**Run 1: M3 wires**

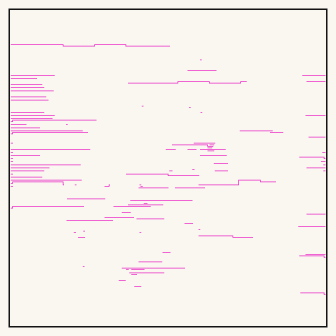
**Run 1: clock network drawn from the DEF**

Bar = 50 um.
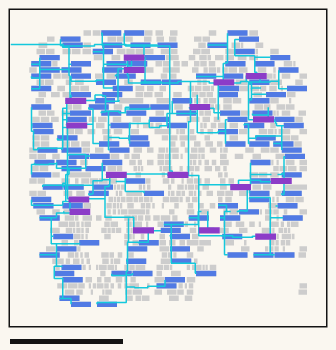
**Run 1: cell placement**

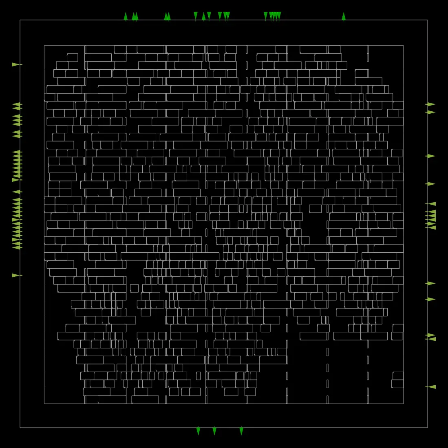
File: src/rtl/dds_cmd_pkg.sv
// Shared constants, state encoding and response-frame helpers
// for the UART command front end of the DDS SPI path.
package dds_cmd_pkg;

    localparam logic [7:0]  REQ_HDR     = 8'hA5;
    localparam logic [7:0]  RSP_HDR     = 8'h5A;
    localparam logic [7:0]  DIV_DEFAULT = 8'h04;
    localparam logic [15:0] GAP_TIMEOUT = 16'd50000;
    localparam logic [23:0] SPI_TIMEOUT = 24'd1000000;

    localparam logic [7:0] CMD_WR   = 8'h01;
    localparam logic [7:0] CMD_RD   = 8'h02;
    localparam logic [7:0] CMD_DIV  = 8'h03;
    localparam logic [7:0] CMD_INIT = 8'h04;

    localparam logic [7:0] NAK_MARK = 8'hEE;
    localparam logic [7:0] NAK_CHK  = 8'h01;
    localparam logic [7:0] NAK_CMD  = 8'h02;
    localparam logic [7:0] NAK_TMO  = 8'h03;

    typedef enum logic [3:0] {
        HUNT,
        GET_CMD,
        GET_ADDR,
        GET_DATA,
        GET_CHK,
        CHECK,
        SPI_START,
        SPI_WAIT,
        CFG,
        RESP
    } state_e;

    // Byte 0 goes out first.
    typedef logic [4:0][7:0] frame_t;

    function automatic frame_t ok_frame(
        input logic [7:0] c,
        input logic [7:0] a,
        input logic [7:0] d
    );
        return {c ^ a ^ d, d, a, c, RSP_HDR};
    endfunction

    // A NAK has the success layout with EE in the command slot.
    function automatic frame_t nak_frame(
        input logic [7:0] c,
        input logic [7:0] code
    );
        return ok_frame(NAK_MARK, c, code);
    endfunction

endpackage

File: src/rtl/uart_cmd_decoder_serializer.sv
// Five-byte response shifter: load a frame, then present one byte
// at a time on a valid/ready handshake.
module cmd_rsp_serializer
    import dds_cmd_pkg::*;
(
    input  logic       clk,
    input  logic       rst_n,
    input  logic       load,
    input  frame_t     frame,
    input  logic       tx_ready,
    output logic [7:0] tx_data,
    output logic       tx_valid,
    output logic       done
);

    frame_t     buf_q;
    logic [2:0] idx;

    always_ff @(posedge clk or negedge rst_n) begin
        if (!rst_n) begin
            buf_q    <= '0;
            idx      <= '0;
            tx_valid <= 1'b0;
        end else if (load) begin
            buf_q    <= frame;
            idx      <= '0;
            tx_valid <= 1'b1;
        end else if (tx_valid && tx_ready) begin
            if (idx == 3'd4) begin
                tx_valid <= 1'b0;
            end else begin
                idx <= idx + 3'd1;
            end
        end
    end

    assign tx_data = tx_valid ? buf_q[idx] : 8'h00;
    assign done    = tx_valid && tx_ready && (idx == 3'd4);

endmodule

File: src/rtl/uart_cmd_decoder.sv
// Parses 5-byte host frames, drives the SPI master, and returns a
// 5-byte success or NAK response through the UART transmitter.
module uart_cmd_decoder
    import dds_cmd_pkg::*;
#(
    parameter logic [23:0] GAP_LIMIT = 24'(GAP_TIMEOUT),
    parameter logic [23:0] SPI_LIMIT = SPI_TIMEOUT
) (
    input  logic       sclk,
    input  logic       srstn,
    input  logic [7:0] rx_data,
    input  logic       rx_valid,
    output logic [7:0] tx_data,
    output logic       tx_valid,
    input  logic       tx_ready,
    output logic       wr_start,
    output logic       rd_start,
    output logic [7:0] start_addr,
    output logic [7:0] rx_rd_data,
    output logic [7:0] state_init,
    output logic [7:0] sclk_divider,
    input  logic       wr_finish,
    input  logic       rd_finish,
    input  logic [7:0] tx_wr_data,
    output logic       busy
);

    state_e     state, state_nx;
    logic [7:0] cmd, addr, data, chk;
    logic [23:0] cnt;
    logic       in_get, take, gap_to, spi_fin, spi_to;
    logic       load, rsp_done;
    frame_t     frame;

    assign in_get  = state inside {GET_CMD, GET_ADDR, GET_DATA, GET_CHK};
    assign take    = in_get && rx_valid;
    assign gap_to  = in_get && !rx_valid
                     && (cnt == GAP_LIMIT - 24'd1);
    assign spi_fin = (cmd == CMD_RD) ? rd_finish : wr_finish;
    assign spi_to  = !spi_fin && (cnt == SPI_LIMIT - 24'd1);

    always_comb begin
        state_nx = state;
        load     = 1'b0;
        frame    = '0;
        unique case (state)
            HUNT: begin
                if (rx_valid && rx_data == REQ_HDR) state_nx = GET_CMD;
            end
            GET_CMD: begin
                if (take)        state_nx = GET_ADDR;
                else if (gap_to) state_nx = HUNT;
            end
            GET_ADDR: begin
                if (take)        state_nx = GET_DATA;
                else if (gap_to) state_nx = HUNT;
            end
            GET_DATA: begin
                if (take)        state_nx = GET_CHK;
                else if (gap_to) state_nx = HUNT;
            end
            GET_CHK: begin
                if (take)        state_nx = CHECK;
                else if (gap_to) state_nx = HUNT;
            end
            CHECK: begin
                if (chk != (cmd ^ addr ^ data)) begin
                    load     = 1'b1;
                    frame    = nak_frame(cmd, NAK_CHK);
                    state_nx = RESP;
                end else if (cmd == CMD_WR || cmd == CMD_RD) begin
                    state_nx = SPI_START;
                end else if (cmd == CMD_DIV || cmd == CMD_INIT) begin
                    state_nx = CFG;
                end else begin
                    load     = 1'b1;
                    frame    = nak_frame(cmd, NAK_CMD);
                    state_nx = RESP;
                end
            end
            SPI_START: state_nx = SPI_WAIT;
            SPI_WAIT: begin
                if (spi_fin) begin
                    load     = 1'b1;
                    frame    = ok_frame(cmd, addr,
                        (cmd == CMD_RD) ? tx_wr_data : data);
                    state_nx = RESP;
                end else if (spi_to) begin
                    load     = 1'b1;
                    frame    = nak_frame(cmd, NAK_TMO);
                    state_nx = RESP;
                end
            end
            CFG: begin
                load     = 1'b1;
                frame    = ok_frame(cmd, addr, data);
                state_nx = RESP;
            end
            RESP: begin
                if (rsp_done) state_nx = HUNT;
            end
            default: state_nx = HUNT;
        endcase
    end

    always_ff @(posedge sclk or negedge srstn) begin
        if (!srstn) begin
            state <= HUNT;
            cnt   <= '0;
        end else begin
            state <= state_nx;
            // Shared gap/SPI counter: restarts on entry and on each byte.
            if (state_nx != state || take) begin
                cnt <= '0;
            end else if (in_get || state == SPI_WAIT) begin
                cnt <= cnt + 24'd1;
            end
        end
    end

    always_ff @(posedge sclk or negedge srstn) begin
        if (!srstn) begin
            cmd  <= '0;
            addr <= '0;
            data <= '0;
            chk  <= '0;
        end else if (take) begin
            unique case (state)
                GET_CMD:  cmd  <= rx_data;
                GET_ADDR: addr <= rx_data;
                GET_DATA: data <= rx_data;
                default:  chk  <= rx_data;
            endcase
        end
    end

    always_ff @(posedge sclk or negedge srstn) begin
        if (!srstn) begin
            start_addr   <= '0;
            rx_rd_data   <= '0;
            state_init   <= '0;
            sclk_divider <= DIV_DEFAULT;
        end else begin
            if (state == CHECK && state_nx == SPI_START) begin
                start_addr <= addr;
                if (cmd == CMD_WR) rx_rd_data <= data;
            end
            if (state == CFG) begin
                if (cmd == CMD_DIV) sclk_divider <= data;
                else                state_init   <= data;
            end
        end
    end

    assign wr_start = (state == SPI_START) && (cmd == CMD_WR);
    assign rd_start = (state == SPI_START) && (cmd == CMD_RD);
    assign busy     = (state != HUNT);

    cmd_rsp_serializer u_ser (
        .clk      (sclk),
        .rst_n    (srstn),
        .load     (load),
        .frame    (frame),
        .tx_ready (tx_ready),
        .tx_data  (tx_data),
        .tx_valid (tx_valid),
        .done     (rsp_done)
    );

endmodule
File: config.mk
export PLATFORM = sky130hd
export DESIGN_NAME = uart_cmd_decoder
export DESIGN_NICKNAME = d
export VERILOG_FILES = /design/src/rtl/dds_cmd_pkg.sv /design/src/rtl/uart_cmd_decoder_serializer.sv /design/src/rtl/uart_cmd_decoder.sv
export SDC_FILE = /design/constraint.sdc
export NUM_CORES = 1
export LEC_CHECK = 0
export CAP_MARGIN = 20
export CORE_MARGIN = 8
export CORE_UTILIZATION = 50
export CTS_CLUSTER_DIAMETER = 30
export CTS_CLUSTER_SIZE = 12
export DETAILED_ROUTE_END_ITERATION = 8
export PLACE_DENSITY_LB_ADDON = 0.15
export SYNTH_ARGS = -nofsm -noshare
export SYNTH_HDL_FRONTEND = slang
export SYNTH_HIERARCHICAL = 1
export SYNTH_SLANG_ARGS = --single-unit
export TNS_END_PERCENT = 20
File: constraint.sdc
create_clock -name sclk -period 4.2 [get_ports sclk]
set_clock_uncertainty 0.1 [all_clocks]
set_input_delay 0.63 -clock sclk [delete_from_list [all_inputs] [get_ports sclk]]
set_output_delay 0.63 -clock sclk [all_outputs]
set_load 0.02 [all_outputs]
==> reports/metrics.yaml, run 1 <==
run_status:
  outcome: "completed"
routing:
  vias_per_cell: 5.98
  antenna_left: 0
  drcViolationCount: 0
  wl_met1_um: 8870
  highest_layer: "met4"
  dr_wl_met3_um: 1170
  wl_per_cell_um: 20.4
synth:
  ys_sh_simple_pct: 16.4
  ys_top_logic_family: "multiplexers"
  ys_seq_elements: 136
  area_leaders: "dfrtp_1, mux2_2, xnor2_1, nor4_2, nand2_1"
  syn-cell-area_mm2: 0.00760
  ys_sh_mux_pct: 18.8
  synthDistinctLibCells: 76
  ys_chip_area_mm2: 0.00760
  largest_area_cell: "dfrtp_1"
  ys_sh_aoi_pct: 9.84
  postSynthSeqShare_pct: 44.8
final_layout:
  clockNetworkAreaShare_pct: 6.75
  final_area_mm2: 0.00902
  drive_above_1_share_pct: 26.5
  nFlopsAndLatches: 136
  lay_top_cells: "dfrtp_1, mux2_2, clkdlybuf4s50_1"
  layout.cells.non_filler: 919
  inverters_excl_clock: 13
  final_common_cell: "dfrtp_1"
  signal_buffers: 76
  nNetsFinal: 743
  area_share_nonclk_buffers_pct: 8.39
critical_path:
  cp-end-kind: "output port"
  crit_slowest_cell: "clkdlybuf4s50_1"
  r2r_end: "rx_rd_data[5]"
  path_depth: 5
  r2r_start: "cmd[4]"
  cp.required_ps: 3470
  worstPathArrival_ps: 2800
  path_delay_family: "simple AND/OR/NAND/NOR gates"
clock_tree:
  ctsResizeCount: 0
  cts_tree: "done"
  cts.sinks: 136
  cts-root-buf: "clkbuf_16"
placement:
  gp_congestion: 0.907
  place_area_mm2: 0.00838
  hpwl_um: 13200
  preCtsSetupSlack_ps: 637
  place_inst: 885
  io_buffers: 65
final_timing:
  fin_crit_sh_pct: 84.1
  slew_violations: 0
  fin_tns_setup_ps: 0
  tightestPinTransition_ps: 874
  setup-violations-final: 0
  hold_slack_ps: 402
global_route:
  grt_pass1_vias: 5674
  grt_pass1_wl_um: 30900
  use_met3_pct: 6.43
  busiest_layer: "met2"
worst_hold_path:
  hold_depth: 1
  hold_end: "rx_rd_data[3]"
power:
  finalPower_mw: 6.39
  ir_drop_v: 0.000392
  internal-power_mw: 3.81
  switching_power_mw: 2.58
  combPwrFrac_pct: 41.1
floorplan:
  chip_area_mm2: 0.0194
  fp.dieW_um: 139
  die_y_um: 139
  fp_util_pct: 50.6
job:
  cap_viol_max_count: 0
## Picture notes: 'M3 wires'
- main direction: horizontal
- longest straight run: 36.8 um

## Picture notes: 'clock network drawn from the DEF'
- purple: clock-net drivers (count 17)
- blue: flip-flops (count 136)
- cyan: clock wires (length 1790 um)
- flops lie: spread over the die
- routed clock nets: 18
worst-skew pair later-pin latency: 430 ps
Clock Power Share: 24.0%
clock distribution power: 1.54 mW

## Picture notes: 'cell placement'
core area: 0.0150 mm2
row count: 45

-- run 1: state kept, by name, summed over array words and instances, names as in the netlist --
| register | cells |
|---|---|
| state_init | 8 |
| data | 8 |
| state | 4 |
| rx_rd_data | 8 |
| u_ser/tx_valid | 1 |
| cnt | 24 |
| u_ser/idx | 3 |
| sclk_divider | 8 |
| cmd | 8 |
| start_addr | 8 |
| chk | 8 |
| u_ser/buf_q | 40 |
| addr | 8 |
-- run 1: power by group through the flow --
stage	registers [mW]	logic (mW)	clock network (mW)
6_report	2.23	2.62	1.54
5_1_grt	2.30	2.84	1.62
4_1_cts	2.23	2.63	1.57
3_5_place_dp	2.25	2.61	0
3_3_place_gp	2.21	2.56	0
2_1_floorplan	1.98	2.19	0
==> run 1 -> run 2 <==
==> constraint.sdc (replaced) <==
create_clock -name sclk -period 3.1 [get_ports sclk]
set_clock_uncertainty 0.1 [all_clocks]
set_input_delay 0.465 -clock sclk [delete_from_list [all_inputs] [get_ports sclk]]
set_output_delay 0.465 -clock sclk [all_outputs]
set_load 0.02 [all_outputs]
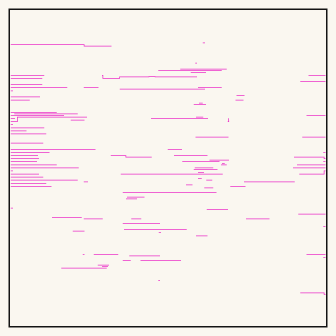
**Above:** run 2 (M3 wires).
- wire length on this layer: 1250 um
- longest straight run: 44.6 um

==> run 2 against run 1 <==
  * Setup slack got worse by 640 ps
  * Clock power rose by 25%
  * Combinational power rose by 59%
  * Area after synthesis did not move
  * Register-to-register slack got worse by 750 ps
  * Die size did not move
  * Sequential share of layout area fell by 1.1 points
  * Power rose by 40%
  * Hold slack got worse by 12 ps
  * Critical endpoint unchanged
==> reports/metrics.yaml, run 2 <==
run_status:
  outcome: "completed"
synth:
  area_leaders: "dfrtp_1, mux2_2, xnor2_1, nor4_2, nand2_1"
  synthDistinctLibCells: 76
  ys_seq_elements: 136
  ys_chip_area_mm2: 0.00760
  largest_area_cell: "dfrtp_1"
  syn-cell-area_mm2: 0.00760
  postSynthSeqShare_pct: 44.8
critical_path:
  crit_slowest_cell: "or4_1"
  cp-end-kind: "output port"
  path_depth: 5
  cp.required_ps: 2530
  r2r_end: "u_ser/buf_q[20]"
  worstPathArrival_ps: 2510
clock_tree:
  clk-insertion-delay-late_ps: 420
  cts.sinks: 136
  cts-root-buf: "clkbuf_16"
  cts_tree: "done"
routing:
  antenna_left: 0
  vias_per_cell: 5.90
  wl_met1_um: 9130
  dr_wl_met3_um: 1250
  highest_layer: "met4"
  wl_per_cell_um: 20.3
  drcViolationCount: 0
floorplan:
  rows: 45
  die_y_um: 139
  fp_util_pct: 50.6
  chip_area_mm2: 0.0194
  io_pins: 66
  fp.dieW_um: 139
final_layout:
  regMostFlops: "u_ser/buf_q"
  final_area_mm2: 0.00930
  reg.largest.list: "u_ser/buf_q (40), cnt (24)"
  lay_top_cells: "dfrtp_1, mux2_2, clkdlybuf4s50_1"
  clockNetworkAreaShare_pct: 6.05
  nFlopsAndLatches: 136
  nNetsFinal: 778
  largest_reg_flops: 40
  final_common_cell: "dfrtp_1"
  layout.cells.non_filler: 954
  area_share_nonclk_buffers_pct: 11.3
  signal_buffers: 111
global_route:
  busiest_layer: "met2"
  grt_pass1_wl_um: 31700
  use_met3_pct: 5.16
  grt_pass1_vias: 5745
final_timing:
  fin_crit_sh_pct: 99.1
  setup-violations-final: 0
  slew_violations: 0
  tightestPinTransition_ps: 708
  hold_slack_ps: 390
power:
  pg_comb_mw: 4.16
  ir_drop_v: 0.000507
  switching_power_mw: 3.60
  finalPower_mw: 8.93
  powerClk_mw: 1.93
  p_clk_share_pct: 21.6
  internal-power_mw: 5.33
placement:
  hpwl_um: 13800
  place_area_mm2: 0.00870
  io_buffers: 65
  place_inst: 921
job:
  cap_viol_max_count: 0
run 2: cell counts after synthesis:
No cell type changed its count.
run 2: cells by family after synthesis:
group	synth area share (%)
compound gates	9.84
xor+xnor	6.40
fa+ha+maj	0.494
flops	44.8
simple gates	16.4
other cells	0.0493
buf+inv	3.26
mux	18.8
run 2: worst min path at each step:
stage / from / endpoint / depth (start not counted)
2_1_floorplan: srstn / addr[0] / 0
3_3_place_gp: srstn / u_ser/tx_valid / 1
3_5_place_dp: srstn / u_ser/tx_valid / 1
4_1_cts: rx_rd_data[0] / rx_rd_data[0] / 1
5_1_grt: rx_rd_data[3] / rx_rd_data[3] / 1
6_report: rx_rd_data[0] / rx_rd_data[0] / 1
Power figures rest on the tool's default switching activity, not on a simulated workload.
